[src/rtl/tvip_axi_channel_buffer.sv]
// ---------------------------------------------------------------------------------------------
// tvip_axi_channel_buffer
//
// Buffer for a single AXI channel (AW, W, B, AR or R) whose payload is carried as one packed
// vector. Sits between a master-side and a slave-side port to add pipelining or elasticity.
//
// Modes (MODE parameter):
//   0 - pass-through: pure wires, no state, count tied to 0.
//   1 - two-entry register slice (main + skid register), registered s_ready.
//   2 - circular FIFO of DEPTH entries (any DEPTH >= 2), registered s_ready.
//
// Ports:
//   aclk        - clock, all state changes on the rising edge
//   areset      - synchronous, active-high reset
//   s_valid     - upstream valid
//   s_ready     - upstream ready (registered in modes 1/2)
//   s_payload   - upstream payload, WIDTH bits
//   m_valid     - downstream valid
//   m_ready     - downstream ready
//   m_payload   - downstream payload, WIDTH bits, forced to 0 while m_valid is low (modes 1/2)
//   count       - current occupancy
//   almost_full - registered (count >= AFULL_THRESHOLD); only present when the macro
//                 TVIP_AXI_CHANNEL_BUFFER_AFULL_EN is defined
//
// Optional feature macro: TVIP_AXI_CHANNEL_BUFFER_AFULL_EN
// ---------------------------------------------------------------------------------------------
module tvip_axi_channel_buffer #(
    parameter int unsigned  WIDTH           = 64,
    parameter int unsigned  MODE            = 2,
    parameter int unsigned  DEPTH           = 4,
    parameter int unsigned  AFULL_THRESHOLD = DEPTH - 1,
    localparam int unsigned CNT_W           = (MODE == 1) ? 2 : $clog2(DEPTH + 1)
) (
    input  logic             aclk,
    input  logic             areset,
    input  logic             s_valid,
    output logic             s_ready,
    input  logic [WIDTH-1:0] s_payload,
    output logic             m_valid,
    input  logic             m_ready,
    output logic [WIDTH-1:0] m_payload,
    output logic [CNT_W-1:0] count
`ifdef TVIP_AXI_CHANNEL_BUFFER_AFULL_EN
    ,
    output logic             almost_full
`endif
);

    if (MODE == 0) begin : g_pass
        // ---------------------------------------------------------------------------------
        // Pass-through: zero latency, no storage.
        // ---------------------------------------------------------------------------------
        assign m_valid   = s_valid;
        assign s_ready   = m_ready;
        assign m_payload = s_payload;
        assign count     = '0;
`ifdef TVIP_AXI_CHANNEL_BUFFER_AFULL_EN
        assign almost_full = 1'b0;
`endif

    end else if (MODE == 1) begin : g_slice
        // ---------------------------------------------------------------------------------
        // Register slice: main register feeds the output, skid register catches the beat
        // accepted in the cycle the output stalls. s_ready is a flop so m_ready never
        // reaches s_ready combinationally.
        // ---------------------------------------------------------------------------------
        typedef enum logic [1:0] {
            StEmpty = 2'd0,
            StOne   = 2'd1,
            StTwo   = 2'd2
        } slice_state_e;

        slice_state_e     state_q;
        logic [WIDTH-1:0] main_q;
        logic [WIDTH-1:0] skid_q;
        logic             ready_q;
        logic             valid_q;
        logic [1:0]       cnt_q;
        logic             push;
        logic             pop;

        assign push = s_valid & ready_q;
        assign pop  = valid_q & m_ready;

        always_ff @(posedge aclk) begin
            if (areset) begin
                state_q <= StEmpty;
                main_q  <= '0;
                skid_q  <= '0;
                ready_q <= 1'b0;
                valid_q <= 1'b0;
                cnt_q   <= 2'd0;
            end else begin
                unique case (state_q)
                    StEmpty: begin
                        // Also the first cycle out of reset: ready rises here.
                        ready_q <= 1'b1;
                        if (push) begin
                            state_q <= StOne;
                            main_q  <= s_payload;
                            valid_q <= 1'b1;
                            cnt_q   <= 2'd1;
                        end
                    end
                    StOne: begin
                        ready_q <= 1'b1;
                        if (push && !pop) begin
                            state_q <= StTwo;
                            skid_q  <= s_payload;
                            ready_q <= 1'b0;
                            cnt_q   <= 2'd2;
                        end else if (pop && !push) begin
                            state_q <= StEmpty;
                            main_q  <= '0;
                            valid_q <= 1'b0;
                            cnt_q   <= 2'd0;
                        end else if (push && pop) begin
                            main_q <= s_payload;
                        end
                    end
                    StTwo: begin
                        // ready_q is low here, so only a pop can happen.
                        if (pop) begin
                            state_q <= StOne;
                            main_q  <= skid_q;
                            ready_q <= 1'b1;
                            cnt_q   <= 2'd1;
                        end
                    end
                    default: begin
                        state_q <= StEmpty;
                        valid_q <= 1'b0;
                        ready_q <= 1'b0;
                        cnt_q   <= 2'd0;
                    end
                endcase
            end
        end

        assign s_ready   = ready_q;
        assign m_valid   = valid_q;
        assign m_payload = valid_q ? main_q : '0;
        assign count     = cnt_q;

`ifdef TVIP_AXI_CHANNEL_BUFFER_AFULL_EN
        logic [1:0] cnt_next;
        logic       afull_q;

        assign cnt_next = cnt_q + 2'(push) - 2'(pop);

        always_ff @(posedge aclk) begin
            if (areset) begin
                afull_q <= 1'b0;
            end else begin
                afull_q <= (32'(cnt_next) >= AFULL_THRESHOLD);
            end
        end

        assign almost_full = afull_q;
`endif

    end else begin : g_fifo
        // ---------------------------------------------------------------------------------
        // Circular FIFO. Pointers wrap explicitly at DEPTH-1 so any depth works.
        // ---------------------------------------------------------------------------------
        localparam int unsigned      PTR_W    = (DEPTH > 1) ? $clog2(DEPTH) : 1;
        localparam logic [PTR_W-1:0] LastPtr  = PTR_W'(DEPTH - 1);
        localparam logic [CNT_W-1:0] DepthCnt = CNT_W'(DEPTH);

        logic [WIDTH-1:0] mem_q [DEPTH];
        logic [PTR_W-1:0] wptr_q;
        logic [PTR_W-1:0] rptr_q;
        logic [CNT_W-1:0] cnt_q;
        logic [CNT_W-1:0] cnt_d;
        logic             ready_q;
        logic             push;
        logic             pop;

        assign push = s_valid & ready_q;
        assign pop  = (cnt_q != '0) & m_ready;

        always_comb begin
            cnt_d = cnt_q;
            if (push && !pop) begin
                cnt_d = cnt_q + CNT_W'(1);
            end else if (pop && !push) begin
                cnt_d = cnt_q - CNT_W'(1);
            end
        end

        always_ff @(posedge aclk) begin
            if (areset) begin
                wptr_q  <= '0;
                rptr_q  <= '0;
                cnt_q   <= '0;
                ready_q <= 1'b0;
            end else begin
                if (push) begin
                    wptr_q <= (wptr_q == LastPtr) ? '0 : wptr_q + PTR_W'(1);
                end
                if (pop) begin
                    rptr_q <= (rptr_q == LastPtr) ? '0 : rptr_q + PTR_W'(1);
                end
                cnt_q   <= cnt_d;
                // Registered from next occupancy: a pop while full reopens ready next cycle.
                ready_q <= (cnt_d < DepthCnt);
            end
        end

        // Storage is not reset; stale entries are unreachable because m_payload is masked.
        always_ff @(posedge aclk) begin
            if (push && !areset) begin
                mem_q[wptr_q] <= s_payload;
            end
        end

        assign s_ready   = ready_q;
        assign m_valid   = (cnt_q != '0);
        assign m_payload = m_valid ? mem_q[rptr_q] : '0;
        assign count     = cnt_q;

`ifdef TVIP_AXI_CHANNEL_BUFFER_AFULL_EN
        logic afull_q;

        always_ff @(posedge aclk) begin
            if (areset) begin
                afull_q <= 1'b0;
            end else begin
                afull_q <= (32'(cnt_d) >= AFULL_THRESHOLD);
            end
        end

        assign almost_full = afull_q;
`endif
    end

endmodule

[config.mk]
export PLATFORM = sky130hd
export DESIGN_NAME = tvip_axi_channel_buffer
export DESIGN_NICKNAME = d
export VERILOG_FILES = /design/src/rtl/tvip_axi_channel_buffer.sv
export SDC_FILE = /design/constraint.sdc
export NUM_CORES = 1
export LEC_CHECK = 0
export CAP_MARGIN = 10
export CORE_ASPECT_RATIO = 1.25
export CORE_MARGIN = 2
export CORE_UTILIZATION = 50
export CTS_CLUSTER_SIZE = 40
export DETAILED_ROUTE_END_ITERATION = 10
export GPL_TIMING_DRIVEN = 0
export HOLD_SLACK_MARGIN = 0.1
export PLACE_DENSITY = 0.74
export RECOVER_POWER = 25
export SKIP_LAST_GASP = 1
export SYNTH_ARGS = -nofsm -noshare
export SYNTH_HDL_FRONTEND = slang
export SYNTH_SLANG_ARGS = --single-unit
export TNS_END_PERCENT = 50
[constraint.sdc]
create_clock -name aclk -period 4.1 [get_ports aclk]
set_input_delay 0.82 -clock aclk [delete_from_list [all_inputs] [get_ports aclk]]
set_output_delay 0.82 -clock aclk [all_outputs]
set_load 0.005 [all_outputs]
Fig. 1: register map, names as in the netlist
Drawn at 2 px/um.
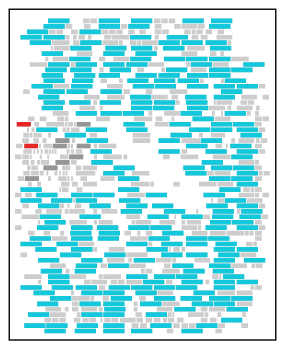
signal	color	flops
g_fifo.mem_q	cyan	256
count	red	2
sequential power: 3.05 mW
final core area utilization: 0.639

Fig. 2: drive-strength map
Drawn at 3 px/um.
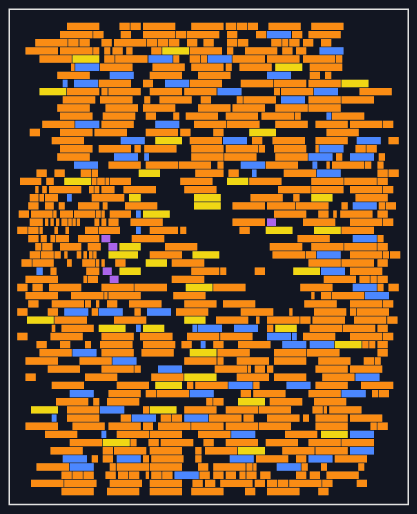
size	color	cells	share
x1 and smaller	orange	538	82%
x3 and x4	purple	5	0.76%
x6 and larger	yellow	39	5.9%
x2	blue	75	11%
Non-Filler Cell Area, Final: 12,900 sq um
buffer count excluding the clock tree in the final layout: 161
setup slack of the critical path after layout: 0.332 ns

==> flow_summary.html <==
<p>Metrics extracted from the flow reports.</p>
<table>
<tr><th>Metric</th><th>Value</th></tr>
<tr><th colspan="2">Cells and area</th></tr>
<tr><td>Cell group occupying the most layout area</td><td>flip-flops and latches</td></tr>
<tr><td>Fraction of area in multi-input gates</td><td>0.171</td></tr>
<tr><td>Logic area</td><td>2200 sq um</td></tr>
<tr><td>FF/Latch Area</td><td>7890 sq um</td></tr>
<tr><td>Non-Clock Buffer Area Fraction</td><td>0.127</td></tr>
<tr><th colspan="2">Pwr</th></tr>
<tr><td>Post-layout power</td><td>6.10 mW</td></tr>
<tr><td>Comb pwr</td><td>0.869 mW</td></tr>
<tr><td>Fraction of power consumed by combinational cells</td><td>0.143</td></tr>
<tr><td>Net switching component of the power</td><td>1.30 mW</td></tr>
<tr><td>Clk. pwr</td><td>2.18 mW</td></tr>
<tr><th colspan="2">Logic synthesis</th></tr>
<tr><td>Post-Synthesis Net Count</td><td>551</td></tr>
<tr><td>Number of flip-flops and latches in the synthesized netlist</td><td>266</td></tr>
<tr><td>Adder-cell area share of the yosys netlist</td><td>0.0121</td></tr>
<tr><th colspan="2">Floorplanning</th></tr>
<tr><td>Row count</td><td>58</td></tr>
<tr><td>Die Wd</td><td>132 um</td></tr>
<tr><td>Initial core utilization</td><td>0.511</td></tr>
<tr><td># IOs</td><td>137</td></tr>
<tr><td>Area inside the core boundary</td><td>20,200 sq um</td></tr>
<tr><th colspan="2">Worst setup path</th></tr>
<tr><td>Highest cell delay on the worst timing path</td><td>0.53 ns</td></tr>
<tr><td>Biggest fanout along the worst timing path</td><td>12</td></tr>
<tr><td>Worst setup EP type</td><td>primary output</td></tr>
<tr><th colspan="2">Clock network</th></tr>
<tr><td>Clk pin slew, worst setup/hold paths</td><td>0.06 ns</td></tr>
<tr><td>Later-pin clock latency in the skew report</td><td>0.51 ns</td></tr>
<tr><th colspan="2">Placement</th></tr>
<tr><td>Cell area reported after detailed placement</td><td>12,100 sq um</td></tr>
<tr><th colspan="2">Timing</th></tr>
<tr><td>Total setup violations reported at the end of the flow</td><td>0</td></tr>
<tr><td>Final sum of negative setup slack</td><td>0 ns</td></tr>
<tr><td>Minimum clock period after layout</td><td>3.77 ns</td></tr>
<tr><th colspan="2">Status</th></tr>
<tr><td>Run status</td><td>finished, final reports clean</td></tr>
</table>
Fig. 3: the metal 2 layer
Drawn at 2 px/um.
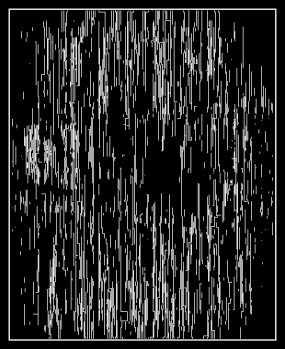
share of all routed wire	54%
wire length on this layer	10,200 um
longest straight run	52.7 um
nets with wire on the layer	659
main direction	vertical
count of vias placed by the detailed router: 4,978
Final Routed Wirelength: 19,000 um
met2 Use GR: 0.317

state kept, by name (all words and copies together) (netlist names), named ones only:
signal / flops
g_fifo.wptr_q: 2
s_ready: 1
g_fifo.mem_q: 256
count: 2
g_fifo.rptr_q: 2
synth_stat cells, drive strengths merged:
library cell | instances | area share
nand3 | 2 | 0.00097
or4 | 1 | 0.00073
or2 | 1 | 0.00061
o21ai | 3 | 0.0015
mux2i | 2 | 0.0019
and2 | 68 | 0.041
clkbuf | 9 | 0.0034
dfxtp | 10 | 0.019
mux4 | 64 | 0.14
buf | 13 | 0.016
nand2b | 2 | 0.0012
nor2 | 5 | 0.0018
edfxtp | 256 | 0.75
nor2b | 2 | 0.0012
inv | 10 | 0.0036
a221oi | 2 | 0.0017
a22oi | 1 | 0.00073
ha | 10 | 0.012
a21oi | 7 | 0.0034
or3 | 1 | 0.00061
nand2 | 3 | 0.0011
o22ai | 1 | 0.00061
tightest hold or removal path, stage by stage, from the launching register on:
cell	delay, ns
sky130_fd_sc_hd__dfxtp_1	0.34
sky130_fd_sc_hd__nand2_1	0.06
sky130_fd_sc_hd__a21oi_1	0.06
worst paths after layout:
path	cells after the start	startpoint	endpoint	slack, ns
worst max-delay path	7	count[0]	m_payload[62]	0.33
worst min-delay path	2	g_fifo.wptr_q[1]	g_fifo.wptr_q[1]	0.51
worst max register to register	9	count[0]	s_ready	2.03
worst min register to register	2	g_fifo.wptr_q[1]	g_fifo.wptr_q[1]	0.51
stage by stage:
step	hold slack, ns	worst slack (ns)	std cells
floorplan	0.469	0.972	473
global route	0.569	0.156	929
detailed placement	0.505	0.619	883
global placement	0.482	-0.749	879
CTS	0.514	0.00446	928
finish	0.512	0.332	929
per-layer routing:
metal	up-vias	routed length (um)
li1	2256	-
met1	2549	7580
met2	138	10200
met3	35	833
met4	0	384
met5	-	0
Power figures rest on the tool's default switching activity, not on a simulated workload.
